<file path="config.mk">
export PLATFORM = sky130hd
export DESIGN_NAME = max_pool_single5
export DESIGN_NICKNAME = d
export VERILOG_FILES = /design/src/rtl/fp16_pkg.sv /design/src/rtl/fp16_max2.sv /design/src/rtl/max_pool_single5.sv
export SDC_FILE = /design/constraint.sdc
export NUM_CORES = 1
export LEC_CHECK = 0
export CORE_UTILIZATION = 30
export CTS_CLUSTER_SIZE = 30
export DETAILED_ROUTE_END_ITERATION = 10
export MAX_ROUTING_LAYER = met4
export PLACE_DENSITY = 0.61
export SYNTH_ARGS = -nofsm -noshare
export SYNTH_HDL_FRONTEND = slang
export SYNTH_HIERARCHICAL = 1
export SYNTH_SLANG_ARGS = --single-unit
</file>
<file path="constraint.sdc">
create_clock -name clk -period 0.8 [get_ports clk]
set_input_delay 0.2 -clock clk [delete_from_list [all_inputs] [get_ports clk]]
set_output_delay 0.2 -clock clk [all_outputs]
set_load 0.02 [all_outputs]
</file>
<file path="src/rtl/fp16_pkg.sv">
// fp16_pkg
// Shared IEEE-754 half-precision (FP16) definitions for the pooling datapath.
// Contents: field widths and bit positions, the canonical quiet NaN that
// replaces any NaN operand, and an is_nan() classifier.
package fp16_pkg;

    localparam int FP16_WIDTH = 16;
    localparam int SIGN_BIT   = 15;
    localparam int EXP_MSB    = 14;
    localparam int EXP_LSB    = 10;
    localparam int MANT_MSB   = 9;
    localparam int MANT_LSB   = 0;
    localparam int EXP_WIDTH  = EXP_MSB - EXP_LSB + 1;
    localparam int MANT_WIDTH = MANT_MSB - MANT_LSB + 1;

    localparam logic [EXP_WIDTH-1:0]  EXP_ALL_ONES  = '1;
    localparam logic [FP16_WIDTH-1:0] CANONICAL_NAN = 16'h7E00;

    // NaN: exponent saturated and a non-zero mantissa (Inf has mantissa 0).
    function automatic logic is_nan(input logic [FP16_WIDTH-1:0] value);
        return (value[EXP_MSB:EXP_LSB] == EXP_ALL_ONES) &&
               (value[MANT_MSB:MANT_LSB] != '0);
    endfunction

endpackage

</file>
<file path="src/rtl/fp16_max2.sv">
// fp16_max2
// Combinational two-input FP16 maximum under true numeric order.
//   lhs    : operand with the lower tile index; it wins all ties
//   rhs    : operand with the higher tile index
//   maxOut : exact bit pattern of the larger operand, or CANONICAL_NAN if
//            either operand is NaN
// +0 and -0 compare equal, so a tie between them keeps lhs.
module fp16_max2
    import fp16_pkg::*;
(
    input  logic [FP16_WIDTH-1:0] lhs,
    input  logic [FP16_WIDTH-1:0] rhs,
    output logic [FP16_WIDTH-1:0] maxOut
);

    logic [FP16_WIDTH-2:0] lhsMag;
    logic [FP16_WIDTH-2:0] rhsMag;
    logic                  lhsNeg;
    logic                  rhsNeg;
    logic                  bothZero;
    logic                  rhsWins;

    assign lhsMag   = lhs[EXP_MSB:0];
    assign rhsMag   = rhs[EXP_MSB:0];
    assign lhsNeg   = lhs[SIGN_BIT];
    assign rhsNeg   = rhs[SIGN_BIT];
    assign bothZero = (lhsMag == '0) && (rhsMag == '0);

    // rhsWins is set only when rhs is strictly greater than lhs.
    always_comb begin
        // NOTE: every output gets a default first so no path leaves it unassigned and infers a latch.
        rhsWins = 1'b0;
        maxOut  = lhs;
        if (bothZero) begin
            rhsWins = 1'b0;                 // signed zeros are equal
        end else if (lhsNeg != rhsNeg) begin
            rhsWins = lhsNeg;               // the positive operand wins
        end else if (!lhsNeg) begin
            rhsWins = (rhsMag > lhsMag);    // positives: larger magnitude wins
        end else begin
            rhsWins = (rhsMag < lhsMag);    // negatives: smaller magnitude wins
        end

        if (rhsWins) begin
            maxOut = rhs;
        end
        if (is_nan(lhs) || is_nan(rhs)) begin
            maxOut = CANONICAL_NAN;
        end
    end

endmodule

</file>
<file path="src/rtl/max_pool_single5.sv">
// max_pool_single5
// Single-window 5x5 FP16 max-pooling stage (window = stride = 5), one result
// per channel, registered with one cycle of latency.
//   clk      : rising-edge clock
//   reset    : asynchronous active-high reset; clears mPoolOut to 0x0000
//   mPoolIn  : packed tile; element (r, c, d) at index k = (r*InputW + c)*Depth + d,
//              bits [k*16+15 : k*16], k = 0 at the LSB
//   mPoolOut : channel d maximum at bits [d*16+15 : d*16]
// Each channel is reduced by a tree of fp16_max2 units (25->13->7->4->2->1).
// Pairs are formed from adjacent lower/higher indices with the lower index on
// the left, so the first-occurring maximum survives every level.
module max_pool_single5
    import fp16_pkg::*;
#(
    parameter int DATA_WIDTH = 16,
    parameter int InputH     = 5,
    parameter int InputW     = 5,
    parameter int Depth      = 1,
    localparam int s         = 5
)
(
    input  logic                                                clk,
    input  logic                                                reset,
    input  logic [InputH*InputW*Depth*DATA_WIDTH-1:0]           mPoolIn,
    output logic [(InputH/s)*(InputW/s)*Depth*DATA_WIDTH-1:0]   mPoolOut
);

    localparam int NUM_ELEMS = InputH * InputW;
    localparam int OUT_W     = (InputH/s) * (InputW/s) * Depth * DATA_WIDTH;

    // Number of nodes on tree level lv (level 0 holds the leaves).
    function automatic int levelCount(input int lv);
        int n;
        n = NUM_ELEMS;
        for (int i = 0; i < lv; i++) begin
            n = (n + 1) / 2;
        end
        return n;
    endfunction

    // Position of the first node of level lv in the flattened node array.
    function automatic int levelOffset(input int lv);
        int off;
        off = 0;
        for (int i = 0; i < lv; i++) begin
            off += levelCount(i);
        end
        return off;
    endfunction

    // Levels including the leaf level and the single root level.
    function automatic int numLevels();
        int n;
        int lv;
        n  = NUM_ELEMS;
        lv = 1;
        while (n > 1) begin
            n  = (n + 1) / 2;
            lv = lv + 1;
        end
        return lv;
    endfunction

    localparam int NUM_LEVELS  = numLevels();
    localparam int TOTAL_NODES = levelOffset(NUM_LEVELS);
    localparam int ROOT_NODE   = levelOffset(NUM_LEVELS - 1);

    logic [OUT_W-1:0] pooled;

    for (genvar d = 0; d < Depth; d++) begin : gChannel
        logic [TOTAL_NODES-1:0][DATA_WIDTH-1:0] node;

        for (genvar e = 0; e < NUM_ELEMS; e++) begin : gLeaf
            assign node[e] = mPoolIn[(e*Depth + d)*DATA_WIDTH +: DATA_WIDTH];
        end

        for (genvar lv = 0; lv < NUM_LEVELS - 1; lv++) begin : gLevel
            localparam int IN_CNT  = levelCount(lv);
            localparam int OUT_CNT = levelCount(lv + 1);
            localparam int IN_OFF  = levelOffset(lv);
            localparam int OUT_OFF = levelOffset(lv + 1);

            for (genvar j = 0; j < OUT_CNT; j++) begin : gNode
                if (2*j + 1 < IN_CNT) begin : gPair
                    fp16_max2 uMax (
                        .lhs    (node[IN_OFF + 2*j]),
                        .rhs    (node[IN_OFF + 2*j + 1]),
                        .maxOut (node[OUT_OFF + j])
                    );
                end else begin : gPass
                    // Odd node out: forwarded unchanged; it meets a comparator
                    // on a later level, where any NaN gets canonicalised.
                    assign node[OUT_OFF + j] = node[IN_OFF + 2*j];
                end
            end
        end

        assign pooled[d*DATA_WIDTH +: DATA_WIDTH] = node[ROOT_NODE];
    end

    // Output register: every edge loads a new result; no other state exists.
    always_ff @(posedge clk or posedge reset) begin
        if (reset) begin
            // NOTE: sequential state uses non-blocking assignments so all flops update together at the edge.
            mPoolOut <= '0;
        end else begin
            mPoolOut <= pooled;
        end
    end

endmodule

</file>
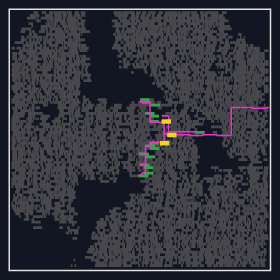
(images/clk_routes.png)
Drawn at 1 px/µm.
Yellow shows clock drivers, count 3. Magenta shows clock wires, length 360 µm. Green shows flip-flops, count 16.
There are 4 routed clock nets.
P_clk: 0.00110 W
Clock Power Share: 1.0%

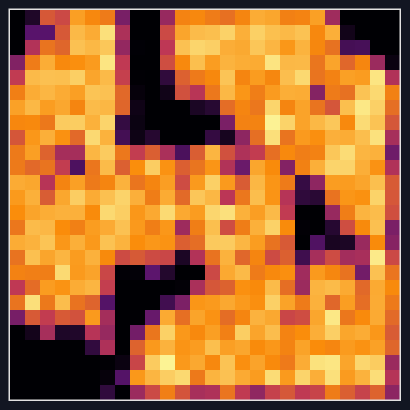
(images/cell_density.png)
Drawn at 1.5 px/µm. The die is cut into 26 by 26 equal tiles; black is low, pale yellow is high, 0 to 100% covered.
44% of the tiles are over 75% full. The mean over all tiles is 60%. The emptiest ninth of the die: lower left. 12% of the tiles are nearly empty. The fullest tile reaches 97%.
Initial Util: 30.3%
final core utilization: 63.4%

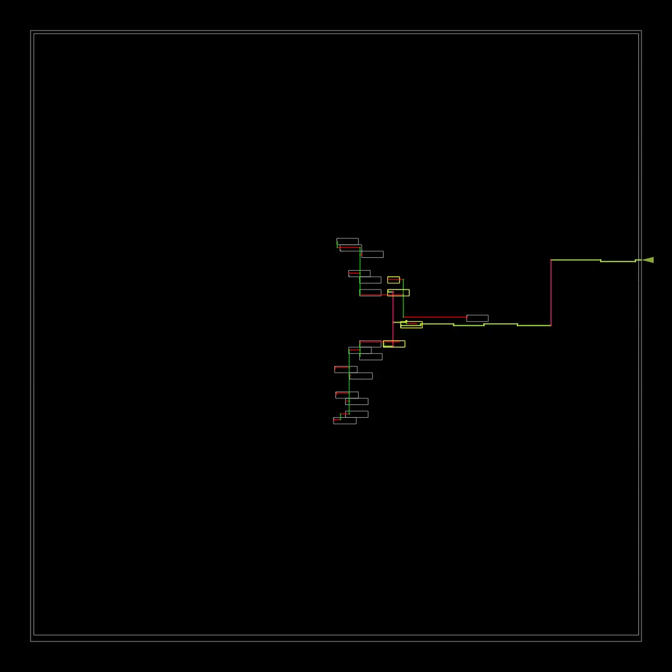
(images/clocks.png)
Num CTS Buffers: 3
# clk buffers: 4
clk sinks: 16

==> job_summary.md <==
## Synthesis and layout report

| Metric | Value |
|---|---|
| Status | complete, but fails checks |
| Failing checks | negative setup slack |
| Total track usage | 24.1% |
| CTS root buf | clkbuf_16 |
| Crit Path Category | in -> reg |
| Ys cells | 2,921 |
| Met3 WL post-DR | 3.49 mm |
| Crit-path slowest cell | a221oi_2 |
| Final setup violation count | 32 |
| Worst setup margin | -8040 ps |
| Boundary Pins | 418 |
| Netlist Area Pre-Place | 19,900 µm² |
| Worst Path Max Fanout | 8 |
| CTS clock-pin slew for the worst setup and hold paths | 50 ps |
| Die Height | 260 µm |
| Wl on met1 | 39.2 mm |
| CP most frequent cell | buf_6 |
| Setup TNS | -131,080 ps |
| Final #Nets | 5,269 |
| Violation count after the first detailed-route iteration | 1,480 |
| Logic pwr share | 97.2% |
| Yosys Chip Area | 19,900 µm² |
| Final Hold Vio Count | 0 |
| Static leakage | 20.6 nW |
| Antenna violations before repair | 4 |
| Dpl ws | -8870 ps |
| CTS tree | done |
| Crit end category | flip-flop |
| Design area | 41,700 µm² |
| Hold-fix buffers at CTS | 0 |
| Core area | 65,700 µm² |
| Power Density | 2550 nW/µm² |
| Worst setup path start | mPoolIn[151] |
| Commonest Layout Cell | buf_4 |
| Sw frac | 49.1% |
| Post-synth regs | 16 |
| Vias | 29,088 |
| Drt first pass iters | 5 |
| Detailed Route WL | 92.7 mm |
| H-tree depth | 1 |
| Netlist cell types | 28 |
| CP startpoint kind | input pin |
| Worst path depth | 46 |
| Mux area share | 0% |
| Adder Area Share | 22.6% |
## layout make-up
cell class	count	area (µm²)
Timing Repair Buffer	1749	15600
Fill cell	5274	24000
Inverter	361	1380
Clock buffer	4	88.8
Sequential cell	16	410
Multi-Input combinational cell	2376	23100
Tap cell	864	1080
Antenna cell	5	12.5
## synthesized netlist by cell type (all sizes together)
master    n  area [µm²]
a211oi   24         180
o21ai   432        2520
clkbuf   72         270
o211ai  360        3420
and4     24         210
a22oi    24         180
nor3     72         480
nand2   336        1260
nand3    96         480
buf      96         631
a221oi   24         210
dfrtp    16         400
a21oi   168         841
ha      360        4500
nand3b   24         180
a21o     24         180
or2      24         150
inv     361        1360
nor2     72         270
nand4b   24         210
o211a    24         240
nor4    144         901
nand4    96         601
and4b    24         240
Power figures rest on the tool's default switching activity, not on a simulated workload.
